## src/rtl/cpu_types_pkg.sv

```systemverilog
// Shared CPU-wide types: machine word and RAM handshake state.
package cpu_types_pkg;
  typedef logic [31:0] word_t;
  typedef enum logic [1:0] {FREE, BUSY, ACCESS, ERROR} ramstate_t;
endpackage

```

## src/rtl/mem_arb_pkg.sv

```systemverilog
// Types and helpers for the icache/dcache RAM-port arbiter.
package mem_arb_pkg;
  typedef enum logic [1:0] {IDLE, IGRANT, DGRANT} arb_state_t;

  // Bits needed to hold values 0..n-1, never less than one.
  function automatic int cnt_width(input int n);
    return (n < 2) ? 1 : $clog2(n);
  endfunction
endpackage

```

## src/rtl/mem_arbiter_if.sv

```systemverilog
// Cache-side and RAM-side signals of the shared memory port.
interface mem_arbiter_if;
  import cpu_types_pkg::*;

  logic      iREN;
  word_t     iaddr;
  logic      iwait;
  word_t     iload;
  logic      dREN;
  logic      dWEN;
  word_t     daddr;
  word_t     dstore;
  logic      dwait;
  word_t     dload;
  logic      ramREN;
  logic      ramWEN;
  word_t     ramaddr;
  word_t     ramstore;
  word_t     ramload;
  ramstate_t ramstate;
  logic      mem_err;

  modport master (
    input  iREN, iaddr, dREN, dWEN, daddr, dstore, ramload, ramstate,
    output iwait, iload, dwait, dload, ramREN, ramWEN, ramaddr, ramstore, mem_err
  );

  modport slave (
    output iREN, iaddr, dREN, dWEN, daddr, dstore, ramload, ramstate,
    input  iwait, iload, dwait, dload, ramREN, ramWEN, ramaddr, ramstore, mem_err
  );
endinterface

```

## src/rtl/arb_watchdog.sv

```systemverilog
// Grant-stall watchdog: counts cycles without completion, flags expiry at TIMEOUT_CYCLES-1.
module arb_watchdog
  import mem_arb_pkg::*;
#(
  parameter int TIMEOUT_CYCLES = 255
) (
  input  logic CLK,
  input  logic nRST,
  input  logic clr,
  input  logic en,
  output logic expired
);
  localparam int W = cnt_width(TIMEOUT_CYCLES);

  logic [W-1:0] wd_cnt;

  always_ff @(posedge CLK or negedge nRST) begin
    if (!nRST)                wd_cnt <= '0;
    else if (clr)             wd_cnt <= '0;
    else if (en && !expired)  wd_cnt <= wd_cnt + W'(1);
  end

  // A zero limit disables the watchdog entirely.
  if (TIMEOUT_CYCLES == 0) begin : g_off
    assign expired = 1'b0;
  end else begin : g_on
    assign expired = (wd_cnt == W'(TIMEOUT_CYCLES - 1));
  end
endmodule

```

## src/rtl/mem_arbiter.sv

```systemverilog
// Single-port RAM arbiter between fetch and data paths: data priority, fetch starvation guard,
// sticky error flag and stall watchdog.
module mem_arbiter
  import cpu_types_pkg::*;
  import mem_arb_pkg::*;
#(
  parameter int STARVE_LIMIT   = 4,
  parameter int TIMEOUT_CYCLES = 255
) (
  input  logic          CLK,
  input  logic          nRST,
  mem_arbiter_if.master bus
);
  localparam int SW = cnt_width(STARVE_LIMIT + 1);

  arb_state_t    state, next_state;
  logic [SW-1:0] starve_cnt;
  logic          mem_err_q;
  logic          done;
  logic          set_err;
  logic          wd_expired;
  logic          starve_full;

  assign starve_full = bus.iREN && (starve_cnt == SW'(STARVE_LIMIT));

  // NOTE: sequential state uses non-blocking assignments so every register samples pre-edge values.
  always_ff @(posedge CLK or negedge nRST) begin
    if (!nRST) state <= IDLE;
    else       state <= next_state;
  end

  // NOTE: every output gets a default first, so no path through the case can infer a latch.
  always_comb begin
    next_state   = state;
    bus.ramREN   = 1'b0;
    bus.ramWEN   = 1'b0;
    bus.ramaddr  = '0;
    bus.ramstore = '0;
    bus.iwait    = 1'b1;
    bus.dwait    = 1'b1;
    bus.iload    = '0;
    bus.dload    = '0;
    done         = 1'b0;
    set_err      = 1'b0;
    unique case (state)
      IDLE: begin
        if ((bus.dREN || bus.dWEN) && !starve_full) next_state = DGRANT;
        else if (bus.iREN)                          next_state = IGRANT;
      end
      IGRANT: begin
        bus.ramaddr = bus.iaddr;
        if (!bus.iREN) begin
          next_state = IDLE;
        end else begin
          bus.ramREN = 1'b1;
          if (bus.ramstate == ACCESS || bus.ramstate == ERROR) begin
            bus.iwait  = 1'b0;
            bus.iload  = bus.ramload;
            set_err    = (bus.ramstate == ERROR);
            done       = 1'b1;
            next_state = IDLE;
          end else if (wd_expired) begin
            bus.iwait  = 1'b0;
            set_err    = 1'b1;
            done       = 1'b1;
            next_state = IDLE;
          end
        end
      end
      DGRANT: begin
        bus.ramaddr  = bus.daddr;
        bus.ramstore = bus.dstore;
        if (!(bus.dREN || bus.dWEN)) begin
          next_state = IDLE;
        end else begin
          bus.ramWEN = bus.dWEN;
          bus.ramREN = bus.dREN && !bus.dWEN;
          if (bus.ramstate == ACCESS || bus.ramstate == ERROR) begin
            bus.dwait  = 1'b0;
            bus.dload  = bus.ramload;
            set_err    = (bus.ramstate == ERROR);
            done       = 1'b1;
            next_state = IDLE;
          end else if (wd_expired) begin
            bus.dwait  = 1'b0;
            set_err    = 1'b1;
            done       = 1'b1;
            next_state = IDLE;
          end
        end
      end
      default: next_state = IDLE;
    endcase
  end

  // Counts data grants won while fetch waited; cleared whenever fetch is served.
  always_ff @(posedge CLK or negedge nRST) begin
    if (!nRST) begin
      starve_cnt <= '0;
    end else if (state == IDLE && next_state == DGRANT) begin
      if (bus.iREN && starve_cnt != SW'(STARVE_LIMIT)) starve_cnt <= starve_cnt + SW'(1);
    end else if (state == IDLE && next_state == IGRANT) begin
      starve_cnt <= '0;
    end
  end

  always_ff @(posedge CLK or negedge nRST) begin
    if (!nRST)        mem_err_q <= 1'b0;
    else if (set_err) mem_err_q <= 1'b1;
  end

  // The flag rises in the failing cycle itself, then holds until reset.
  assign bus.mem_err = mem_err_q || set_err;

  arb_watchdog #(
    .TIMEOUT_CYCLES(TIMEOUT_CYCLES)
  ) u_watchdog (
    .CLK     (CLK),
    .nRST    (nRST),
    .clr     (state == IDLE),
    .en      (state != IDLE && !done),
    .expired (wd_expired)
  );
endmodule

```

## src/flat_wrapper.sv

```systemverilog
// flat-port wrapper written by rule: the top's interface ports become plain ports
module mem_arbiter_flat import cpu_types_pkg::*; import mem_arb_pkg::*;
#(
  parameter int STARVE_LIMIT   = 4,
  parameter int TIMEOUT_CYCLES = 255
)
  (CLK, nRST, bus_iREN, bus_iaddr, bus_dREN, bus_dWEN, bus_daddr, bus_dstore, bus_ramload, bus_ramstate, bus_iwait, bus_iload, bus_dwait, bus_dload, bus_ramREN, bus_ramWEN, bus_ramaddr, bus_ramstore, bus_mem_err);
  mem_arbiter_if bus_i ();
  input  logic CLK;
  input  logic nRST;
  input wire logic [$bits(bus_i.iREN)-1:0] bus_iREN;
  input wire logic [$bits(bus_i.iaddr)-1:0] bus_iaddr;
  input wire logic [$bits(bus_i.dREN)-1:0] bus_dREN;
  input wire logic [$bits(bus_i.dWEN)-1:0] bus_dWEN;
  input wire logic [$bits(bus_i.daddr)-1:0] bus_daddr;
  input wire logic [$bits(bus_i.dstore)-1:0] bus_dstore;
  input wire logic [$bits(bus_i.ramload)-1:0] bus_ramload;
  input wire logic [$bits(bus_i.ramstate)-1:0] bus_ramstate;
  output wire logic [$bits(bus_i.iwait)-1:0] bus_iwait;
  output wire logic [$bits(bus_i.iload)-1:0] bus_iload;
  output wire logic [$bits(bus_i.dwait)-1:0] bus_dwait;
  output wire logic [$bits(bus_i.dload)-1:0] bus_dload;
  output wire logic [$bits(bus_i.ramREN)-1:0] bus_ramREN;
  output wire logic [$bits(bus_i.ramWEN)-1:0] bus_ramWEN;
  output wire logic [$bits(bus_i.ramaddr)-1:0] bus_ramaddr;
  output wire logic [$bits(bus_i.ramstore)-1:0] bus_ramstore;
  output wire logic [$bits(bus_i.mem_err)-1:0] bus_mem_err;
  assign bus_i.iREN = bus_iREN;
  assign bus_i.iaddr = bus_iaddr;
  assign bus_i.dREN = bus_dREN;
  assign bus_i.dWEN = bus_dWEN;
  assign bus_i.daddr = bus_daddr;
  assign bus_i.dstore = bus_dstore;
  assign bus_i.ramload = bus_ramload;
  assign bus_i.ramstate = bus_ramstate;
  assign bus_iwait = bus_i.iwait;
  assign bus_iload = bus_i.iload;
  assign bus_dwait = bus_i.dwait;
  assign bus_dload = bus_i.dload;
  assign bus_ramREN = bus_i.ramREN;
  assign bus_ramWEN = bus_i.ramWEN;
  assign bus_ramaddr = bus_i.ramaddr;
  assign bus_ramstore = bus_i.ramstore;
  assign bus_mem_err = bus_i.mem_err;
  mem_arbiter #(.STARVE_LIMIT(STARVE_LIMIT), .TIMEOUT_CYCLES(TIMEOUT_CYCLES)) u_core (.CLK(CLK), .nRST(nRST), .bus(bus_i));
endmodule
```

## config.mk

```make
export PLATFORM = sky130hd
export DESIGN_NAME = mem_arbiter_flat
export DESIGN_NICKNAME = d
export VERILOG_FILES = /design/src/rtl/cpu_types_pkg.sv /design/src/rtl/mem_arb_pkg.sv /design/src/rtl/mem_arbiter_if.sv /design/src/rtl/arb_watchdog.sv /design/src/rtl/mem_arbiter.sv /design/src/flat_wrapper.sv
export SDC_FILE = /design/constraint.sdc
export NUM_CORES = 1
export LEC_CHECK = 0
export CORE_AREA = 4 4 102 104
export DETAILED_ROUTE_END_ITERATION = 6
export DIE_AREA = 0 0 106 108
export GPL_TIMING_DRIVEN = 0
export PLACE_DENSITY = 0.71
export SLEW_MARGIN = 30
export SYNTH_ARGS = -nofsm -noshare
export SYNTH_HDL_FRONTEND = slang
export SYNTH_SLANG_ARGS = --single-unit
```

## constraint.sdc

```tcl
create_clock -name CLK -period 3.5 [get_ports CLK]
set_clock_uncertainty 0.15 [all_clocks]
set_input_delay 0.525 -clock CLK [delete_from_list [all_inputs] [get_ports CLK]]
set_output_delay 0.525 -clock CLK [all_outputs]
set_load 0.01 [all_outputs]
```

**Placed cells, one colour a class**

The bar under the picture is 20 um long.
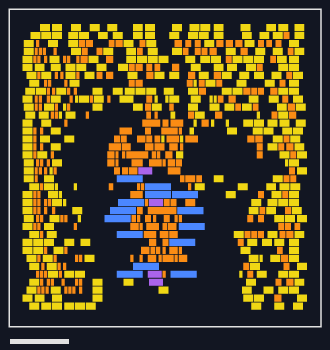
- clock drivers and dummy loads: purple (cells 4; share of their area 1.1%)
- all other logic: orange (cells 280; share of their area 34%)
- flip-flops: blue (cells 14; share of their area 7.2%)
- other buffers and delay cells: yellow (cells 293; share of their area 57%)
sequential fraction of total cell area: 6.99%
final instance area: 0.00501 sq mm
utilization of the core after routing: 52.5%
Core Area: 0.00955 sq mm

**Gate families picked out**

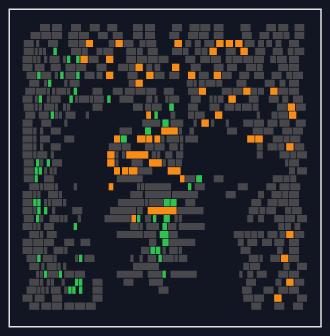
- NAND gates: green (cells 51)
- inverting AOI/OAI gates: orange (cells 50)

**Placed standard cells**

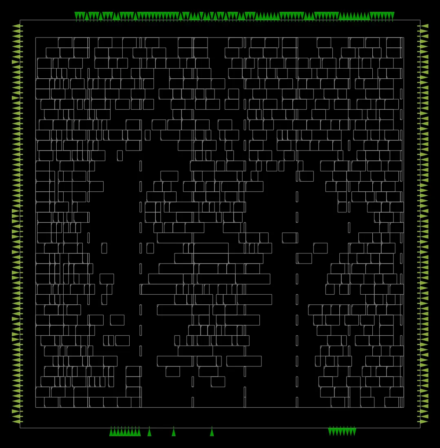
number of inserted filler cells in the final layout: 942
tapcell count: 133
flop count: 14
Final Non-Filler Cells: 724
Cell Rows: 36

**Clock network drawn from the DEF**

The bar under the picture is 20 um long.
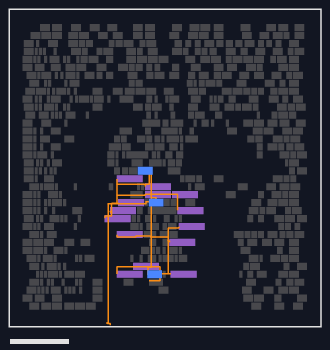
- cells driving clock nets: blue (count 3)
- clock wires: orange (length 234 um)
- flip-flops: purple (count 14)
- routed clock nets: 4
clock share of power: 6.7%
clock network power: 161 uW
later-pin clock latency in the skew report: 250 ps

==> area by class of cell <==
class,count,area [sq um]
multi-input cells,272,1630
clock buffers,4,55.1
plain buffers,27,118
repair buffers,266,2660
fillers,942,4540
flip-flops and latches,14,350
inverters,8,30.0
well taps,133,166
==> critical path, stage by stage (launching register included) <==
cell and delay, ps:
sky130_fd_sc_hd__dfrtp_1 450, sky130_fd_sc_hd__inv_1 120, sky130_fd_sc_hd__ha_1 150, sky130_fd_sc_hd__clkbuf_1 300, sky130_fd_sc_hd__clkbuf_2 320, sky130_fd_sc_hd__clkbuf_1 290, sky130_fd_sc_hd__and2_1 170, sky130_fd_sc_hd__clkdlybuf4s50_1 550
==> power groups by stage <==
stage	Clock, mW	Sequential [mW]	Combinational [mW]
2_1_floorplan	0	0.243	0.998
3_3_place_gp	0	0.254	1.95
3_5_place_dp	0	0.260	1.99
4_1_cts	0.162	0.257	2.00
5_1_grt	0.168	0.264	2.14
6_report	0.161	0.257	1.97
==> state kept, by name, summed over array words and instances, names as in the netlist <==
| name | flops |
|---|---|
| u_core.starve_cnt | 3 |
| u_core.u_watchdog.wd_cnt | 8 |
| u_core.state | 2 |
| u_core.mem_err_q | 1 |
==> cells in the final DEF (no fill, tap or decap), drive strengths merged, types with 3 or more instances in the layout <==
master / instances
nor2b: 33
o21ai: 4
xor2: 6
nand3: 4
inv: 8
o211ai: 3
clkdlybuf4s50: 266
a22oi: 32
clkbuf: 30
and2: 34
nand2: 40
ha: 8
a31o: 3
nand4: 4
a31oi: 5
dfrtp: 14
nor2: 74
==> cell families after synthesis <==
| group | synth area share, % |
|---|---|
| compound gates | 23.4 |
| xor+xnor | 2.88 |
| fa+ha+maj | 4.71 |
| buf+inv | 6.83 |
| flops | 16.5 |
| simple gates | 45.7 |
==> notes.md <==
Implementation status.

- The flow ran to the end, and the final reports show no timing, DRC or antenna violations.
- After routing, the total negative slack on setup checks comes to 0 ps.
- The synthesized flop and latch total is 14.
- Setup repair after global routing left no endpoint under its margin.
- The startpoint of the most critical setup path is u_core.state[0].
- The count of vias placed by the detailed router is 3299.
- The area of the synthesized netlist per yosys stat is 0.00213 sq mm.
- Registers are responsible for 10.8% of the overall power.
- The proportion of netlist area held by the largest area contributor is 16.5%.
- The worst hold path begins at u_core.mem_err_q.
- The gate count after technology mapping is 321.
- The clock sink count is 14.
- The height of the die is 108 um.
- Entering global routing, the biggest net connects 15 pins.
- After its last routability iteration, the placer logged a weighted congestion of 0.807.
- After synthesis, the mean cell area works out to 6.62 sq um.
- During synthesis, Yosys emitted a total of 0 warnings.
- The registers of the reported paths see a clock transition of 60 ps.
- At the floorplan stage, the core utilization is reported as 22.3%.
- The kind of start point of the critical path is a register.
Power and IR drop assume default switching activity.
